==> run_1/layer_met3.png <==
Bar = 20 um. Cells faint in the background.
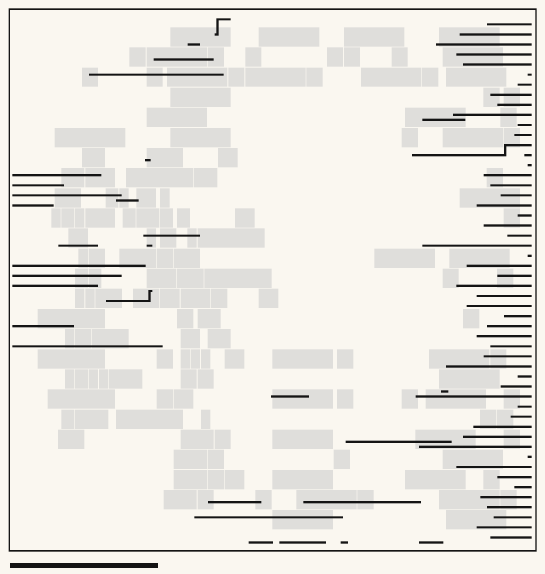
==> run_1/layer_met2.png <==
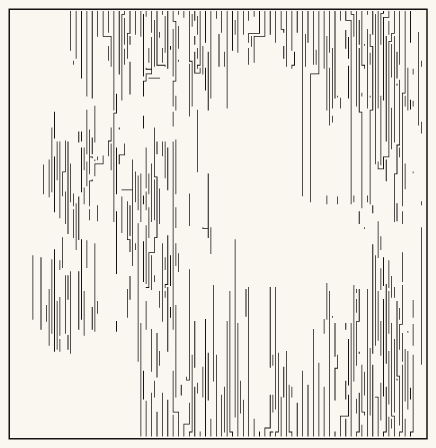
==> run_1/logic_types.png <==
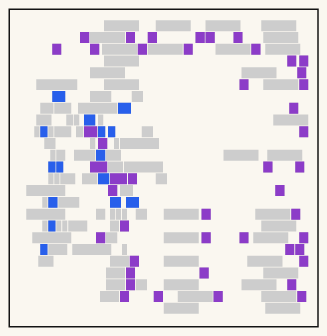
===== src/rtl/fifo_push_arbiter_pkg.sv =====
// rtl/fifo_push_arbiter_pkg.sv - shared types and helpers for the fifo push arbiter
// Contents: arb_state_e (IDLE/LOCK) and idw(n), the index width for n producers.
package fifo_arb_pkg;

    typedef enum logic {
        IDLE = 1'b0,
        LOCK = 1'b1
    } arb_state_e;

    // Index width for n producers; never below 1 so single-bit ids still exist.
    function automatic int idw(input int n);
        return ($clog2(n) < 1) ? 1 : $clog2(n);
    endfunction

endpackage


===== src/rtl/fifo_push_arbiter_if.sv =====
// rtl/fifo_push_arbiter_if.sv - producer and fifo write-port bundle for the arbiter
// Signals:
//   req_valid/req_data/req_ready : NREQ producer handshakes, data packed slice i = producer i
//   fifo_full/fifo_push/fifo_datain : fifo write port
// Modports: master = producers + fifo side, slave = arbiter side.
interface fifo_push_arbiter_if #(
    parameter int NREQ = 4,
    parameter int BUSW = 32
);
    logic [NREQ-1:0]      req_valid;
    logic [NREQ*BUSW-1:0] req_data;
    logic [NREQ-1:0]      req_ready;
    logic                 fifo_full;
    logic                 fifo_push;
    logic [BUSW-1:0]      fifo_datain;

    modport master (
        output req_valid,
        output req_data,
        output fifo_full,
        input  req_ready,
        input  fifo_push,
        input  fifo_datain
    );

    modport slave (
        input  req_valid,
        input  req_data,
        input  fifo_full,
        output req_ready,
        output fifo_push,
        output fifo_datain
    );
endinterface


===== src/rtl/fifo_push_arbiter_rr_pick.sv =====
// rtl/fifo_push_arbiter_rr_pick.sv - combinational round-robin picker
// Ports:
//   req    in  NREQ  request vector
//   ptr    in  IDW   highest-priority index
//   any    out 1     at least one request set
//   winner out IDW   first set request searching from ptr upward, wrapping
module rr_pick
    import fifo_arb_pkg::*;
#(
    parameter  int NREQ = 4,
    localparam int IDW  = idw(NREQ)
) (
    input  logic [NREQ-1:0] req,
    input  logic [IDW-1:0]  ptr,
    output logic            any,
    output logic [IDW-1:0]  winner
);

    logic [NREQ-1:0] rot;
    int              off;
    int              sum;

    always_comb begin
        // Rotate so ptr lands at bit 0; the doubled vector handles the wrap.
        rot = NREQ'({req, req} >> ptr);
        any = |req;

        // Lowest set bit of the rotated vector is the offset from ptr.
        off = 0;
        for (int i = NREQ - 1; i >= 0; i--) begin
            if (rot[i]) begin
                off = i;
            end
        end

        // Undo the rotation modulo NREQ (NREQ need not be a power of two).
        sum = int'(ptr) + off;
        if (sum >= NREQ) begin
            sum = sum - NREQ;
        end
        winner = IDW'(sum);
    end

endmodule


===== src/rtl/fifo_push_arbiter.sv =====
// rtl/fifo_push_arbiter.sv - round-robin, burst-locked sharing of one fifo write port
// Ports:
//   clk          in   clock
//   rst          in   asynchronous active-low reset
//   bus          slave producer handshakes and fifo write port
//   grant_valid  out  a producer owns the write port
//   grant_id     out  current owner (0 when no grant)
//   burst_done   out  pulse on the BURST-th transfer of a grant
module fifo_push_arbiter
    import fifo_arb_pkg::*;
#(
    parameter  int NREQ  = 4,
    parameter  int BUSW  = 32,
    parameter  int BURST = 4,
    localparam int IDW   = idw(NREQ),
    localparam int CW    = $clog2(BURST + 1)
) (
    input  logic                clk,
    input  logic                rst,
    fifo_push_arbiter_if.slave  bus,
    output logic                grant_valid,
    output logic [IDW-1:0]      grant_id,
    output logic                burst_done
);

    arb_state_e     state;
    logic [IDW-1:0] owner;
    logic [IDW-1:0] rr_ptr;
    logic [CW-1:0]  cnt;

    logic           in_lock;
    logic           owner_valid;
    logic           xfer;
    logic           last_xfer;
    logic           rel;
    logic [IDW-1:0] next_ptr;
    logic [IDW-1:0] pick_ptr;
    logic           any;
    logic [IDW-1:0] winner;

    always_comb begin
        in_lock     = (state == LOCK);
        owner_valid = bus.req_valid[owner];
        xfer        = in_lock && owner_valid && !bus.fifo_full;
        last_xfer   = xfer && (cnt == CW'(BURST - 1));
        // Either the burst is used up or the owner walked away.
        rel         = in_lock && (last_xfer || !owner_valid);
        next_ptr    = (owner == IDW'(NREQ - 1)) ? '0 : owner + 1'b1;
        // On release the picker searches from just past the owner, so the
        // former owner is considered last; otherwise from the saved pointer.
        pick_ptr    = rel ? next_ptr : rr_ptr;
    end

    // Single picker shared by the IDLE grant and the same-cycle re-grant.
    rr_pick #(
        .NREQ (NREQ)
    ) u_pick (
        .req    (bus.req_valid),
        .ptr    (pick_ptr),
        .any    (any),
        .winner (winner)
    );

    always_comb begin
        bus.req_ready = '0;
        if (in_lock && !bus.fifo_full) begin
            bus.req_ready[owner] = 1'b1;
        end
        bus.fifo_push   = xfer;
        bus.fifo_datain = in_lock ? bus.req_data[int'(owner)*BUSW +: BUSW] : '0;
        grant_valid     = in_lock;
        grant_id        = in_lock ? owner : '0;
        burst_done      = last_xfer;
    end

    always_ff @(posedge clk or negedge rst) begin
        if (!rst) begin
            state  <= IDLE;
            owner  <= '0;
            rr_ptr <= '0;
            cnt    <= '0;
        end else begin
            case (state)
                IDLE: begin
                    if (any) begin
                        state <= LOCK;
                        owner <= winner;
                        cnt   <= '0;
                    end
                end
                LOCK: begin
                    if (rel) begin
                        rr_ptr <= next_ptr;
                        cnt    <= '0;
                        if (any) begin
                            owner <= winner;
                        end else begin
                            state <= IDLE;
                        end
                    end else if (xfer) begin
                        cnt <= cnt + 1'b1;
                    end
                end
                default: state <= IDLE;
            endcase
        end
    end

endmodule


===== src/flat_wrapper.sv =====
// flat-port wrapper written by rule: the top's interface ports become plain ports
module fifo_push_arbiter_flat import fifo_arb_pkg::*;
#(
    parameter  int NREQ  = 4,
    parameter  int BUSW  = 32,
    parameter  int BURST = 4,
    localparam int IDW   = idw(NREQ),
    localparam int CW    = $clog2(BURST + 1)
)
  (clk, rst, grant_valid, grant_id, burst_done, bus_req_valid, bus_req_data, bus_fifo_full, bus_req_ready, bus_fifo_push, bus_fifo_datain);
  fifo_push_arbiter_if #(.NREQ(NREQ), .BUSW(BUSW)) bus_i ();
  input  logic clk;
  input  logic rst;
  output logic grant_valid;
  output logic [IDW-1:0] grant_id;
  output logic burst_done;
  input wire logic [$bits(bus_i.req_valid)-1:0] bus_req_valid;
  input wire logic [$bits(bus_i.req_data)-1:0] bus_req_data;
  input wire logic [$bits(bus_i.fifo_full)-1:0] bus_fifo_full;
  output wire logic [$bits(bus_i.req_ready)-1:0] bus_req_ready;
  output wire logic [$bits(bus_i.fifo_push)-1:0] bus_fifo_push;
  output wire logic [$bits(bus_i.fifo_datain)-1:0] bus_fifo_datain;
  assign bus_i.req_valid = bus_req_valid;
  assign bus_i.req_data = bus_req_data;
  assign bus_i.fifo_full = bus_fifo_full;
  assign bus_req_ready = bus_i.req_ready;
  assign bus_fifo_push = bus_i.fifo_push;
  assign bus_fifo_datain = bus_i.fifo_datain;
  fifo_push_arbiter #(.NREQ(NREQ), .BUSW(BUSW), .BURST(BURST)) u_core (.clk(clk), .rst(rst), .bus(bus_i), .grant_valid(grant_valid), .grant_id(grant_id), .burst_done(burst_done));
endmodule

===== config.mk =====
export PLATFORM = sky130hd
export DESIGN_NAME = fifo_push_arbiter_flat
export DESIGN_NICKNAME = d
export VERILOG_FILES = /design/src/rtl/fifo_push_arbiter_pkg.sv /design/src/rtl/fifo_push_arbiter_if.sv /design/src/rtl/fifo_push_arbiter_rr_pick.sv /design/src/rtl/fifo_push_arbiter.sv /design/src/flat_wrapper.sv
export SDC_FILE = /design/constraint.sdc
export NUM_CORES = 1
export LEC_CHECK = 0
export CORE_AREA = 2 2 69 71
export DETAILED_ROUTE_END_ITERATION = 8
export DIE_AREA = 0 0 71 73
export DONT_BUFFER_PORTS = 1
export HOLD_SLACK_MARGIN = 0.06
export PLACE_DENSITY_LB_ADDON = 0.3
export SYNTH_ARGS = -nofsm -noshare
export SYNTH_HDL_FRONTEND = slang
export SYNTH_SLANG_ARGS = --single-unit

===== constraint.sdc =====
create_clock -name clk -period 3 [get_ports clk]
set_input_delay 0.6 -clock clk [delete_from_list [all_inputs] [get_ports clk]]
set_output_delay 0.6 -clock clk [all_outputs]
set_load 0.02 [all_outputs]

==> results.toml, run 1 <==
# generated from flow reports
[layout]
seq_share_pct = 11.52
nClkBuffers = 4
layout.area.seq_um2 = 201.4
sh_comb_area_pct = 77.02
clock_area_share_pct = 2.577
final-comb-area_um2 = 1346
lay_top_count = "and2_1"
layout_top_cells = "39 x and2_1, 32 x mux4_2, 8 x inv_1, 7 x dfrtp_1"
reg_top3 = "u_core.cnt x3, u_core.owner x2, u_core.rr_ptr x2"
finalNetCount = 291
signal_buffers = 7
top_register = "u_core.cnt"
comb_cells = 122

[global_route]
use_met3_pct = 6.492
grt_pass1_vias = 1351
met2_usage_pct = 32.71
antenna_found_initial = 0
grt_pass1_wl_mm = 7.314
met1_usage_pct = 20.66
grt_usage_pct = 18.21

[drt]
vias = 1340
avgViaCountPerCell = 6.601
wl_met3_um = 562
wl_met1_mm = 1.762
drtPass1Iterations = 4
ant_nets = 0
totalWireLength_mm = 5.247
drtIter0Drc = 43

[setup_path]
slowest_delay_ns = 0.40
path_delay_family = "simple AND/OR/NAND/NOR gates"
crit_fanout = 5
crit_buf_inv = 0
setup.worst_path.end_class = "flip-flop"
cp-startpoint = "u_core.cnt[0]"
path_depth = 8
cp.arrival_ns = 2.62
crit_path_frequent_cell = "ha_1"
path_cells = "ha_1, ha_1, nor2b_1, or3_1, and4_4, or2_4, a2111o_1, o22a_1"
endpoint = "u_core.owner[0]"
crit-reg2reg-capture = "u_core.owner[0]"
reg2reg_slack_ns = 0.50
crit_required_ns = 3.12
worstReg2RegStart = "u_core.cnt[0]"

[clocking]
cts_sinks = 8
cts_tree = "done"
clk_latency_ns = 0.24
cts_made_buffers = 3
ctsResizeCount = 0
cts_htree_levels = 1
clockRootBuffer = "clkbuf_8"
cts_hold_buf = 1
clk_pin_slew_ns = 0.05

[floorplan]
pin_count = 176
die_height_um = 73
die_width_um = 71
initial_core_util_pct = 36.08
chipArea_um2 = 5183
placementRows = 25
core_area_um2 = 4536

[logic_synthesis]
postSynth.asyncResetShare_pct = 100.0
ys_sh_adder_pct = 4.587
ys.flops = 8
ys_sh_aoi_pct = 9.480
syn_inst = 151
synth_cell_type_count = 40
yosysCellCount = 151
yosysChipArea_um2 = 1637
yosysWarnings = 0
simple_gate_area_share_pct = 22.94
mux_area_share_pct = 45.26
largest_area_cell = "mux4_2"
topCombFamilyByArea = "multiplexers"
post_synth.cell_area_avg_um2 = 10.84
synth_nets = 292
yosysMostFrequentCell = "and2_1"
synth_seq_share_pct = 12.23

[power]
p_comb_mw = 1.61
p_int_uw = 943.4
p_sw_share_pct = 51.04
p_comb_share_pct = 83.3
power_leader = "combinational logic"
clk-power_uw = 141
p_leak_nw = 0.6334
p_per_area_nw_per_um2 = 1102
pwr-share-clk_pct = 7.3

[job]
maxCapViolCount = 0
warnings = 29

[min_path]
hp-class = "flip-flop to flip-flop"
min_to = "u_core.cnt[2]"
whs_path_depth = 2

[placement]
gp_congestion = 0.8932
io_buffers = 0

[final_timing]
report.final.slew_viol_count = 0
final-setup-viol-count = 0
slew_headroom_pct = 57.85
post-route-period-util_pct = 83.34
tightestPinTransition_ns = 0.6323
setup_tns_ns = 0

[status]
run_status = "finished clean"
About layer_met3.png:
longest straight run: 20.0 um
wire length on this layer: 563 um

About layer_met2.png:
longest straight run: 32.0 um
wire length on this layer: 2860 um

About logic_types.png:
[purple] and/or cells | cells: 46 | most used: and2_1 | where: widely spread
[blue] aoi and oai cells | cells: 15 | most used: o21ai_0 | where: west

-- run 1: worst min-delay path, cell delays in order, from the launching register on --
cell,delay [ns]
dfrtp_1,0.33
nand2_1,0.04
o21ai_0,0.07
-- run 1: through the flow --
| stage | total power [mW] | utilization, % | instances | setup slack, ns | area (um2) |
|---|---|---|---|---|---|
| global placement | 1.783 | 37.10 | 197 | 0.5497 | 1683 |
| floorplan | 1.606 | - | 151 | 0.5399 | 1637 |
| finish | 1.927 | 38.54 | 203 | 0.4997 | 1748 |
| CTS | 1.949 | 38.32 | 202 | 0.5035 | 1738 |
| global route | 2.067 | 38.54 | 203 | 0.3908 | 1748 |
| detailed placement | 1.803 | 37.10 | 197 | 0.5098 | 1683 |
==> run 2, diff against run 1 <==
clock period = 2.1 ns   (was 3 ns; I/O delays follow)
==> run_2/clocks.png <==
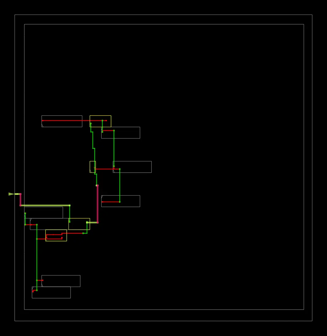
CTS Sinks: 8
Clk. pwr: 199 uW

==> run_2/layer_met1.png <==
Bar = 20 um. Supply wires on this layer in grey.
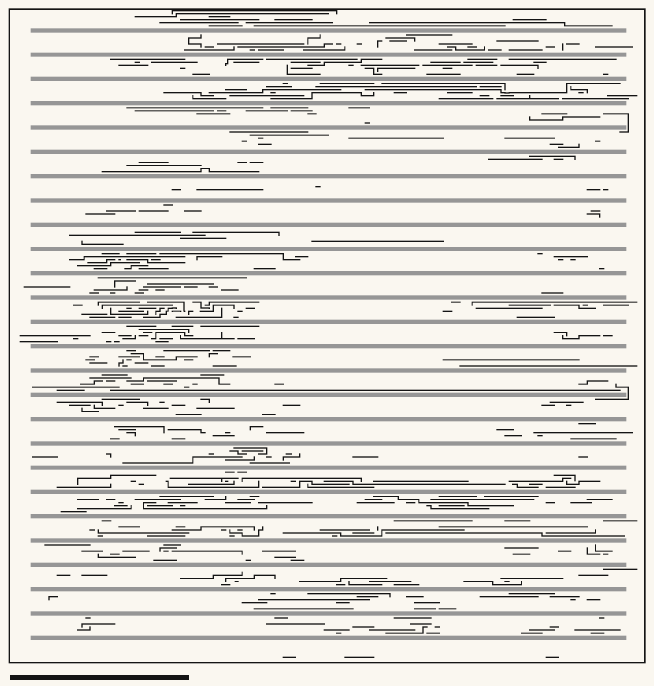
wire length on this layer: 1950 um
share of all routed wire: 34%
longest straight run: 57.0 um
nets with wire on the layer: 258

==> results.toml, run 2 <==
# generated from flow reports
[clocking]
cts_tree = "done"
clockRootBuffer = "clkbuf_8"
cts_made_buffers = 3
clk_latency_ns = 0.24
clk_pin_slew_ns = 0.05

[logic_synthesis]
synth_cell_type_count = 40
yosysMostFrequentCell = "and2_1"
yosysWarnings = 0
ys.flops = 8
ys_sh_adder_pct = 4.587
syn_inst = 151
post_synth.cell_area_avg_um2 = 10.84
yosysCellCount = 151
yosysChipArea_um2 = 1637
largest_area_cell = "mux4_2"
ys_sh_aoi_pct = 9.480
mux_area_share_pct = 45.26
simple_gate_area_share_pct = 22.94

[global_route]
met1_usage_pct = 22.48
grt_usage_pct = 19.80
met2_usage_pct = 36.34
use_met3_pct = 6.215
grt_pass1_vias = 1466

[drt]
vias = 1495
totalWireLength_mm = 5.662
wl_met1_mm = 1.948
avgViaCountPerCell = 6.586
ant_nets = 0
wl_met3_um = 520

[min_path]
min_to = "u_core.owner[1]"
whs_path_depth = 2

[setup_path]
path_cells = "ha_2, ha_4, nor2b_4, or3_4, and4_4, or2_4, a2111o_1, o22a_1"
reg2reg_slack_ns = -0.24
crit_required_ns = 2.22
endpoint = "u_core.owner[0]"
worstReg2RegStart = "u_core.cnt[0]"
slowest_delay_ns = 0.40
setup.worst_path.end_class = "flip-flop"
cp-startpoint = "u_core.cnt[0]"
crit-reg2reg-capture = "u_core.owner[0]"
crit_buf_inv = 0
path_delay_family = "simple AND/OR/NAND/NOR gates"
path_depth = 8

[placement]
placed_area_um2 = 1831
io_buffers = 0
place_ws_ns = -0.2602

[layout]
reg_top3 = "u_core.cnt x3, u_core.owner x2, u_core.rr_ptr x2"
top_register = "u_core.cnt"
lay_top_count = "mux4_2"
layout.area.seq_um2 = 201.4
final_area_um2 = 2126
comb_cells = 122
final-comb-area_um2 = 1464
signal_buffers = 31
fin_cells = 227
nClkBuffers = 4
layout_top_cells = "32 x mux4_2, 23 x buf_4, 20 x and2_1, 19 x and2_4, 8 x inv_1"
clock_area_share_pct = 2.119

[status]
violations = "negative setup slack"
run_status = "finished, violations left"

[final_timing]
post-route-period-util_pct = 111.5
final-setup-viol-count = 5
tightestPinTransition_ns = 0.4306
slew_headroom_pct = 71.03
report.final.slew_viol_count = 0
setup_ws_ns = -0.2420

[floorplan]
core_area_um2 = 4536
placementRows = 25
die_width_um = 71

[job]
warnings = 32

[power]
p_per_area_nw_per_um2 = 1673
## run 2: power breakdown
part           internal, mW  total [mW]  leakage [nW]  switching [mW]
sequential            0.212       0.274        0.0979          0.0618
clock                 0.132       0.199        0.0228          0.0674
combinational          1.63        3.08         0.708            1.46
## run 2: timing repair
action                                  4_1_cts  5_1_grt
pin swaps                                    12        4
endpoints found under the setup margin       33       37
hold endpoints to repair                      8        0
gates cloned                                  2        1
hold buffers                                  1        0
setup buffers                                 7        2
resized                                      40       24
## run 2: stage by stage
stage / hold WS (ns) / util [%]
2_1_floorplan: 0.1244 / -
3_3_place_gp: 0.1247 / 40.36
3_5_place_dp: 0.1247 / 40.36
4_1_cts: 0.3805 / 45.93
5_1_grt: 0.3713 / 46.87
6_report: 0.3722 / 46.87
==> run 3, diff against run 2 <==
ABC_AREA = 1   (was default)
==> run_3/clocks.png <==
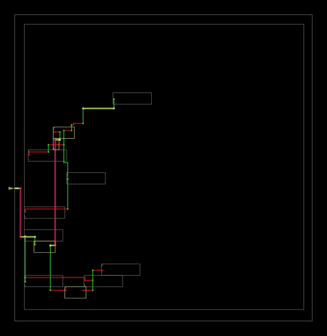
Num CTS Buffers: 3
num sequential: 8
layout clock buffer count: 4
Clk. pwr: 206 uW
Latency at later pin: 0.24 ns

==> run_3/layer_met3.png <==
Bar = 20 um. Cells faint in the background.
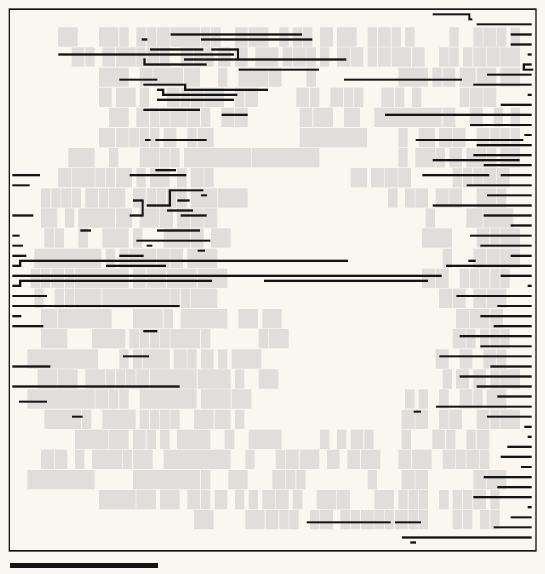
wire length on this layer: 839 um
longest straight run: 57.7 um
share of all routed wire: 11%
main direction: horizontal
nets with wire on the layer: 91

==> results.toml, run 3 <==
# generated from flow reports
[status]
run_status = "finished clean"

[layout]
final-comb-area_um2 = 1602
largest_register_ffs = 3
clock_area_share_pct = 1.751
top_register = "u_core.cnt"
largestClassByArea = "multi-input combinational cells"
nonClockInverterCount = 25
n_antenna_cell = 0
signal_buffers = 61
comb_cells = 315
fin_cells = 467
finalNetCount = 555
drive_gt1_share_pct = 24.94
layout_top_cells = "124 x nor2_1, 54 x o21ai_0, 49 x buf_4, 33 x a21oi_1, 31 x nand2_1"
final_core_utilization_pct = 56.72
reg_top3 = "u_core.cnt x3, u_core.owner x2, u_core.rr_ptr x2"
lay_top_count = "nor2_1"
final_area_um2 = 2572
layout.area.seq_um2 = 201.4

[final_timing]
tightestPinTransition_ns = 0.4246
slew_headroom_pct = 71.60
hold_viol = 0
setup_ws_ns = 0.002736
clock_skew_ns = 0.01025
hold-worst-slack_ns = 0.4314
fmax_mhz = 476.8
report.final.slew_viol_count = 0
post-route-period-util_pct = 99.87
final-setup-viol-count = 0

[setup_path]
reg2reg_slack_ns = 0.003
crit_buf_inv = 2
crit_slowest_cell = "dfrtp_1"
path_cells = "ha_1, ha_1, inv_2, o211ai_4, nand2_4, nand2_4, nand2_4, inv_4, nand3_1, nand2_1, nand2_1, nand2_2, nand3_2, nand3_1, nand2_1, nand2_1, nand2_1"
cp-startpoint = "u_core.cnt[0]"
slowest_delay_ns = 0.34
setup.worst_path.end_class = "flip-flop"
crit_fanout = 8
worstReg2RegStart = "u_core.cnt[0]"
cp.arrival_ns = 2.23
crit-reg2reg-capture = "u_core.owner[1]"
crit_required_ns = 2.23
path_depth = 17
endpoint = "u_core.owner[1]"
path_delay_family = "simple AND/OR/NAND/NOR gates"
critPathKind = "flip-flop to flip-flop"

[drt]
wl_met1_mm = 2.824
avgViaCountPerCell = 5.694
vias = 2659
drc = 0
ant_nets = 0
wl_met2_mm = 3.678
drtPass1Iterations = 4
wl_met3_um = 839
totalWireLength_mm = 7.502
wl_per_cell_um = 16.06

[power]
p_per_area_nw_per_um2 = 2098
p_leak_nw = 1.211
ir_drop_v = 0.001256

[logic_synthesis]
yosysChipArea_um2 = 1863
yosysCellCount = 373
yosysWarnings = 0
synth_nets = 514
edf_count = 0
top_cells_by_count = "137 x nor2_1, 67 x o21ai_0, 35 x a21oi_1, 34 x nand2_1"
postSynth.asyncResetShare_pct = 100.0
syn_inst = 373
post_synth.cell_area_avg_um2 = 4.995
synth_area_um2 = 1863
synth_cell_type_count = 24
largest_area_cell = "nor2_1"
ys.flops = 8
yosysMostFrequentCell = "nor2_1"
flop_cell = "dfrtp_1"

[global_route]
met2_usage_pct = 39.04
met1_usage_pct = 28.99
grt_usage_pct = 23.24
use_met3_pct = 7.320
grt_pass1_vias = 2146

[job]
warnings = 30
maxCapViolCount = 0

[floorplan]
pin_count = 176
core_area_um2 = 4536
die_width_um = 71
initial_core_util_pct = 41.08
chipArea_um2 = 5183
placementRows = 25

[clocking]
clockRootBuffer = "clkbuf_8"
clk_pin_slew_ns = 0.05
cts_tree = "done"
cts_htree_levels = 1
cts_sinks = 8

[placement]
placed_area_um2 = 2212
place_ws_ns = 0.01083
io_buffers = 0
hpwlAfterDp_mm = 5.116
dp_cells = 453

[min_path]
min_to = "u_core.grant_valid"
whs_path_depth = 3
hp-class = "primary input to flip-flop"
[run 3: timing repair]
item | CTS | global route
resized | 2 | 60
cloned | 0 | 5
endpoints found under the setup margin | 2 | 25
setup buffers | 0 | 5
pin swaps | 0 | 24
hold buffers | 1 | 0
endpoints found under the hold margin | 8 | 0
[run 3: kinds of logic (layout without fill, tap and decap cells)]
group	Yosys count	after routing	share of synthesized area (%)
and+or+nand+nor	204	204	45.26
adders and majority gates	6	6	4.029
DFF	8	8	10.75
buffers and inverters	50	90	10.68
AOI/OAI and AO/OA	105	105	29.28
[run 3: power breakdown]
part           internal (mW)  switching [mW]
Clock                  0.133          0.0729
Combinational           1.98            2.91
Sequential             0.224          0.0725
No activity file was given, so power comes from the tool's default toggle rates.
